[src/rtl/feeder_pkg.sv]
// Shared types for the systolic edge feeders and the array top.
// State encoding plus the lane packing helper.
package feeder_pkg;

  typedef enum logic [1:0] {
    IDLE   = 2'd0,
    STREAM = 2'd1,
    FLUSH  = 2'd2,
    DONE   = 2'd3
  } state_e;

  localparam int FEEDER_WIDTH = 16;

  function automatic int lane_lo(
    input int lane,
    input int width
  );
    return lane * width;
  endfunction

endpackage

[src/rtl/skew_delay_line.sv]
// One skew lane: DEPTH registers shifted on en.
// clr zeroes the whole chain synchronously.
module skew_delay_line #(
  parameter int WIDTH = 16,
  parameter int DEPTH = 1
) (
  input  logic             clk,
  input  logic             rst,
  input  logic             en,
  input  logic             clr,
  input  logic [WIDTH-1:0] d,
  output logic [WIDTH-1:0] q
);

  logic [WIDTH-1:0] sr [DEPTH];

  always_ff @(posedge clk or posedge rst) begin
    if (rst) begin
      for (int k = 0; k < DEPTH; k++)
        sr[k] <= '0;
    end else if (clr) begin
      for (int k = 0; k < DEPTH; k++)
        sr[k] <= '0;
    end else if (en) begin
      sr[0] <= d;
      for (int k = 1; k < DEPTH; k++)
        sr[k] <= sr[k-1];
    end
  end

  assign q = sr[DEPTH-1];

endmodule

[src/rtl/systolic_skew_feeder.sv]
// Skewing edge feeder for the systolic PE array.
// Optional stall counter output: define FEEDER_STALL_CNT_EN.
module systolic_skew_feeder
  import feeder_pkg::*;
#(
  parameter int WIDTH = FEEDER_WIDTH,
  parameter int LANES = 4,
  parameter int CNT_W = 8
) (
  input  logic                   clk,
  input  logic                   rst,
  input  logic                   start,
  input  logic [CNT_W-1:0]       len,
  input  logic                   in_valid,
  output logic                   in_ready,
  input  logic [LANES*WIDTH-1:0] in_data,
  output logic [LANES*WIDTH-1:0] out_data,
  output logic                   arr_ena,
  output logic                   busy,
  output logic                   done
`ifdef FEEDER_STALL_CNT_EN
  ,
  output logic [15:0]            stall_cnt
`endif
);

  state_e           state;
  state_e           state_nx;
  logic [CNT_W-1:0] remaining;
  logic [CNT_W-1:0] flush;
  logic             adv;
  logic             last_acc;

  always_comb begin
    state_nx = state;
    in_ready = 1'b0;
    busy     = 1'b1;
    done     = 1'b0;
    adv      = 1'b0;
    last_acc = 1'b0;
    unique case (state)
      IDLE: begin
        busy = 1'b0;
        if (start)
          state_nx = (len != '0) ? STREAM : DONE;
      end
      STREAM: begin
        in_ready = 1'b1;
        adv      = in_valid;
        last_acc = in_valid && (remaining == CNT_W'(1));
        if (last_acc)
          state_nx = (LANES == 1) ? DONE : FLUSH;
      end
      FLUSH: begin
        adv = 1'b1;
        if (flush == CNT_W'(1))
          state_nx = DONE;
      end
      DONE: begin
        done     = 1'b1;
        state_nx = IDLE;
      end
      default: state_nx = IDLE;
    endcase
  end

  always_ff @(posedge clk or posedge rst) begin
    if (rst) begin
      state     <= IDLE;
      remaining <= '0;
      flush     <= '0;
      arr_ena   <= 1'b0;
    end else begin
      state   <= state_nx;
      arr_ena <= adv;
      if (state == IDLE && start)
        remaining <= len;
      else if (in_ready && in_valid)
        remaining <= remaining - CNT_W'(1);
      if (last_acc)
        flush <= CNT_W'(LANES - 1);
      else if (state == FLUSH && flush != '0)
        flush <= flush - CNT_W'(1);
    end
  end

  // Lane i is i+1 deep so vector j reaches PE column i on pulse j+i+1.
  for (genvar i = 0; i < LANES; i++) begin : g_lane
    logic [WIDTH-1:0] d;
    assign d = (state == FLUSH) ? '0
             : in_data[lane_lo(i, WIDTH) +: WIDTH];
    skew_delay_line #(
      .WIDTH(WIDTH),
      .DEPTH(i + 1)
    ) u_dl (
      .clk(clk),
      .rst(rst),
      .en (adv),
      .clr(state == DONE),
      .d  (d),
      .q  (out_data[lane_lo(i, WIDTH) +: WIDTH])
    );
  end

`ifdef FEEDER_STALL_CNT_EN
  always_ff @(posedge clk or posedge rst) begin
    if (rst)
      stall_cnt <= '0;
    else if (state == IDLE && start)
      stall_cnt <= '0;
    else if (state == STREAM && !in_valid
             && stall_cnt != 16'hFFFF)
      stall_cnt <= stall_cnt + 16'd1;
  end
`endif

endmodule

[config.mk]
export PLATFORM = sky130hd
export DESIGN_NAME = systolic_skew_feeder
export DESIGN_NICKNAME = d
export VERILOG_FILES = /design/src/rtl/feeder_pkg.sv /design/src/rtl/skew_delay_line.sv /design/src/rtl/systolic_skew_feeder.sv
export SDC_FILE = /design/constraint.sdc
export NUM_CORES = 1
export LEC_CHECK = 0
export CORE_AREA = 3 3 154 111
export CTS_CLUSTER_SIZE = 12
export DETAILED_ROUTE_END_ITERATION = 10
export DIE_AREA = 0 0 157 114
export GPL_ROUTABILITY_DRIVEN = 1
export PLACE_DENSITY_LB_ADDON = 0.3
export SLEW_MARGIN = 10
export SYNTH_ARGS = -nofsm -noshare
export SYNTH_HDL_FRONTEND = slang
export SYNTH_HIERARCHICAL = 1
export SYNTH_SLANG_ARGS = --single-unit
[constraint.sdc]
create_clock -name clk -period 4.75 [get_ports clk]
set_clock_uncertainty 0.1 [all_clocks]
set_input_delay 1.425 -clock clk [delete_from_list [all_inputs] [get_ports clk]]
set_output_delay 1.425 -clock clk [all_outputs]
set_load 0.01 [all_outputs]
**Run 1: cells coloured by instance**

Scale: 3 px per µm. Other cells in grey.
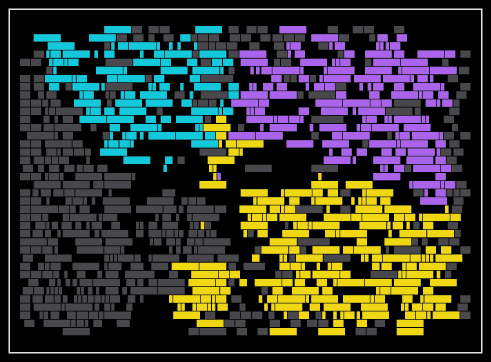
Yellow shows `g_lane[3].u_dl`, cells 196. Cyan shows `g_lane[1].u_dl`, cells 98. Purple shows `g_lane[2].u_dl`, cells 145.
Another 417 cells are not coloured.
number of cells in the finished layout apart from fillers: 1056
Chip Footprint: 0.0179 mm²

**Run 1: routed clock nets over the placement**

Scale: 3 px per µm.
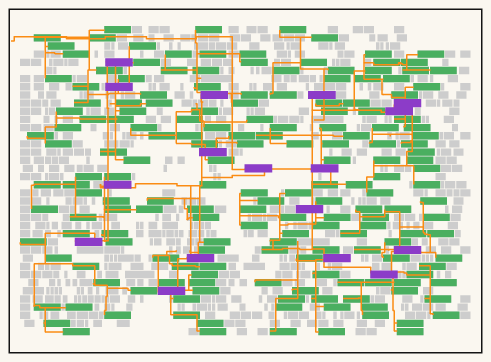
Orange shows clock wires, length 1970 µm. Green shows flip-flops, count 179. Purple shows cells driving clock nets, count 17.
Position of the flops: spread over the die. There are 18 routed clock nets.

==> out/summary.txt, run 1 <==
DRT antenna net count -> 0
Mux area share -> 18.8%
Maximum fanout along the worst path -> 54
Area fraction in full adders, half adders and majority gates -> 1.46%
Diodes inserted -> 0
Worst hold slack -> 414 ps
Sw Ratio -> 35.9%
Non-clock buffer count in the final layout -> 152
Launching element of the worst setup path -> state[1]$_DFFE_PP0P_
Clock tree from TritonCTS -> built
Simple share -> 14.7%
Fraction of synthesized cell area in xor and xnor cells -> 1.23%
Largest Register -> g_lane.u_dl/sr
Number of failing setup endpoints in the final timing report -> 0
Clock insertion delay at the later pin of the skew report -> 420 ps
Met3 global-route usage -> 4.36%
Bufs on Longest Clock Path -> 2
Standard cell core area -> 0.0155 mm²
Largest vdd supply drop -> 561 µV
Combinational power share -> 42.0%
Relative area change from synthesis to final layout -> 18.9%
Vertical die size -> 114 µm
Met3 routed wirelength -> 772 µm
Total combinational power -> 2810 µW
Via count -> 5504
Sequential logic power -> 2490 µW
Clock network area share -> 5.70%
Port bufs -> 143
Top routing layer used -> met4
Std cell rows -> 38
Most popular library cell in the synthesized design by count -> dfrtp_1
Hold Violations, Final -> 0
Avg Vias per Cell -> 5.21
Highest cell delay on the worst timing path -> 680 ps
Routed wire length -> 16.8 mm
Cell class with the largest area share -> registers
Post-CTS Repair Setup Buffers -> 0
EDFF count, synth -> 0
Kind of critical path -> reg2out
Dominant delay contributor by cell family on the critical path -> buffers and inverters
Terminus of the critical flop-to-flop path -> g_lane[3].u_dl/sr[49]$_DFFE_PP0P_
Number of flip-flops under the largest register name -> 96
Endpoint of the worst setup timing path -> done
Cell types with the highest counts after synthesis -> dfrtp_1, nor2_1, mux2i_1
Post-synthesis area per instance -> 11.2 µm²
Share of layout cells above drive strength 1 -> 5.96%
Category of the worst setup path launch point -> register
Required time of the worst setup path -> 3220 ps
Share of cell area taken by flip-flops and latches -> 43.9%
Post-route total power -> 6680 µW
Yosys warning tally -> 6
Part of the total power dissipated in sequential elements -> 37.2%
Reg-to-reg setup timing slack -> 1750 ps
Fraction of synthesized cell area taken by the top area cell type -> 52.2%
Placer congestion estimate -> 0.852
CP cell instances -> ha_4 > clkdlybuf4s50_1
Via count of the first global-routing pass -> 5595
Wire length per cell -> 15.9 µm
Summed standard-cell area reported by yosys -> 0.00858 mm²
Internal power consumption -> 4280 µW
Count of inserted tapcells -> 200
Critical path depth in cells -> 2
Run status -> finished, final reports clean
Clock Tree Root -> clkbuf_16
Final Core Density -> 65.6%
Reg2reg path depth -> 7
Max-slew violation total from the final report -> 0
Crit. End Element -> output pin
Die Wd -> 157 µm
Crit path max-delay cell type -> clkdlybuf4s50_1
Global-route wire length before repair -> 28.3 mm
Number of I/O pins -> 144
Cell area after layout -> 0.0102 mm²
Sequential-to-total area share from yosys stat -> 52.2%
Worst min-delay path startpoint -> g_lane[2].u_dl/sr[27]$_DFFE_PP0P_
Maximum number of pins on one net before global-route repair -> 109
Comb gate area -> 0.00331 mm²
TritonCTS buffer count -> 17
Iteration-0 DRC Markers -> 300
Unique masters post-synth -> 40
Compound Share, Synth -> 2.06%
**Run 1: clock nets**

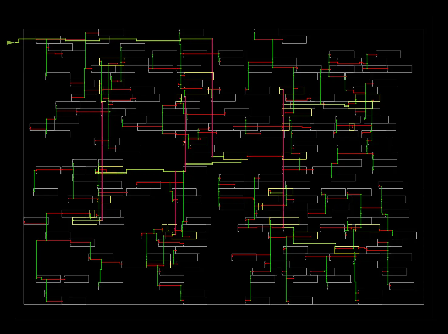
clock tree sinks: 179
power in the clock group: 1390 µW
layout clock buffer count: 21

**Run 1: wires at chosen ports, followed through buffers**

Scale: 2 px per µm.
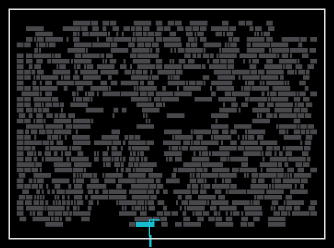

## Run 2: what changed since run 1
CORE_AREA = 3 3 164 118   (was 3 3 154 111)
DIE_AREA = 0 0 167 121   (was 0 0 157 114)
clock period = 3.25 ns   (was 4.75 ns; I/O delays follow)
**Run 2: wires at chosen ports, followed through buffers**

Scale: 2 px per µm.
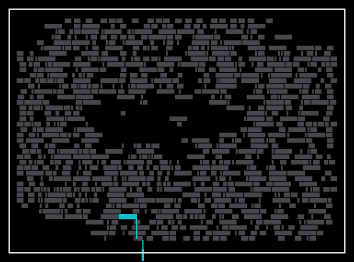
Cyan shows `arr_ena`, bits 1, direction output, edge south, end cells 1, buffers 1, wire 15.8 µm.

==> out/summary.txt, run 2 <==
Category of the worst setup path launch point -> register
Non-clock buffer count in the final layout -> 158 (+3.9%)
Compound Share, Synth -> 2.06% (unchanged)
Die Wd -> 167 µm (+6.4%)
Busiest grt layer -> met1
Crit. End Element -> output pin
Largest vdd supply drop -> 654 µV (+17%)
EDFF count, synth -> 0 (unchanged)
Reg2reg path depth -> 7 (unchanged)
Top routing layer used -> met4
Fraction of synthesized cell area in xor and xnor cells -> 1.23% (unchanged)
Bufs on Longest Clock Path -> 2 (unchanged)
Via count of the first global-routing pass -> 5263 (-5.9%)
Relative area change from synthesis to final layout -> 20.7%
Combinational power share -> 42.3% (+0.3 points)
Worst min-delay path startpoint -> g_lane[2].u_dl/sr[30]$_DFFE_PP0P_
Cell area after layout -> 0.0104 mm² (+1.5%)
DRT antenna net count -> 0 (unchanged)
Worst hold slack -> 418 ps (+3.62 ps)
Clock tree from TritonCTS -> built
Max-slew violation total from the final report -> 0 (unchanged)
Cell types with the highest counts after synthesis -> dfrtp_1, nor2_1, mux2i_1
Origin of the critical flop-to-flop path -> state[0]$_DFFE_PP0P_
Met3 routed wirelength -> 831 µm (+7.6%)
Clock tree sinks -> 179 (unchanged)
Number of detailed-route iterations in the first pass -> 4
Chip Footprint -> 0.0202 mm² (+13%)
Iteration-0 DRC Markers -> 323 (+7.7%)
Largest Register -> g_lane.u_dl/sr
Standard cell core area -> 0.0179 mm² (+15%)
Global-route wire length before repair -> 27.0 mm (-4.3%)
Std cell rows -> 41 (+7.9%)
Vertical die size -> 121 µm (+6.1%)
Yosys warning tally -> 6 (unchanged)
Area fraction in full adders, half adders and majority gates -> 1.46% (unchanged)
Placer congestion estimate -> 0.754 (-11%)
Mux area share -> 18.8% (unchanged)
Initial antenna violation count -> 0
Launching element of the worst setup path -> state[1]$_DFFE_PP0P_
Comb gate area -> 0.00331 mm² (unchanged)
Required time of the worst setup path -> 2170 ps (-1050 ps)
Reg-to-reg setup timing slack -> 720 ps (-1030 ps)
Maximum number of pins on one net before global-route repair -> 89 (-18%)
Endpoint of the worst setup timing path -> in_ready
Part of the total power dissipated in sequential elements -> 36.8% (-0.4 points)
Unique masters post-synth -> 40 (unchanged)
Highest cell delay on the worst timing path -> 590 ps (-90 ps)
Ys flops -> 179
Post-route total power -> 9820 µW (+47%)
Multi-In Gates -> 478
Post-synthesis area per instance -> 11.2 µm² (unchanged)
Summed standard-cell area reported by yosys -> 0.00858 mm² (unchanged)
Clock network area share -> 5.75% (+0.048 points)
Hold Violations, Final -> 0 (unchanged)
Share of cell area taken by flip-flops and latches -> 43.3% (-0.65 points)
Wire length per cell -> 14.7 µm (-7.9%)
Number of flip-flops under the largest register name -> 96 (unchanged)
Via count -> 5336 (-3.1%)
Avg Vias per Cell -> 4.86 (-6.8%)
Met3 global-route usage -> 4.98% (+0.62 points)
Number of I/O pins -> 144 (unchanged)
Total combinational power -> 4160 µW (+48%)
# Max-Cap Violations -> 0
GRT met1 Usage -> 24.6%
Final Core Density -> 57.8% (-7.8 points)
Simple share -> 14.7% (unchanged)
Tightest Pin Transition -> 881 ps
Dominant delay contributor by cell family on the critical path -> buffers and inverters
Clock Tree Root -> clkbuf_16
Port bufs -> 143 (unchanged)
Number of cells in the finished layout apart from fillers -> 1099 (+4.1%)
Run status -> finished, final reports clean
Most popular library cell in the synthesized design by count -> dfrtp_1
Count of inserted tapcells -> 236 (+18%)
Internal power consumption -> 6280 µW (+47%)
CP cell instances -> inv_1 > ha_1 > clkdlybuf4s50_1
Sequential-to-total area share from yosys stat -> 52.2% (unchanged)
Number of failing setup endpoints in the final timing report -> 0 (unchanged)
Share of layout cells above drive strength 1 -> 6.84% (+0.88 points)
Sequential logic power -> 3610 µW (+45%)
Cell count of the worst hold path -> 2
Critical path depth in cells -> 3 (+1)
Sw Ratio -> 36.0% (+0.099 points)
Fraction of synthesized cell area taken by the top area cell type -> 52.2% (unchanged)
Kind of critical path -> reg2out
Cell class with the largest area share -> registers
Power in the clock group -> 2050 µW (+47%)
Diodes inserted -> 0 (unchanged)
Crit path max-delay cell type -> clkdlybuf4s50_1
**Run 2: clock nets**

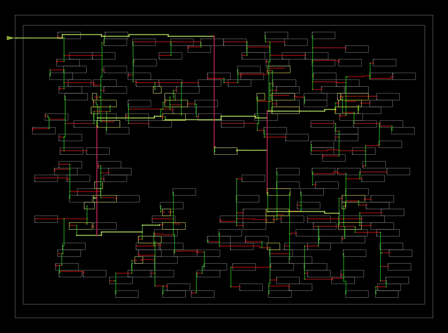
layout clock buffer count: 20
Seq cells: 179
clock insertion delay at the later pin of the skew report: 420 ps
TritonCTS buffer count: 17

Power figures rest on the tool's default switching activity, not on a simulated workload.
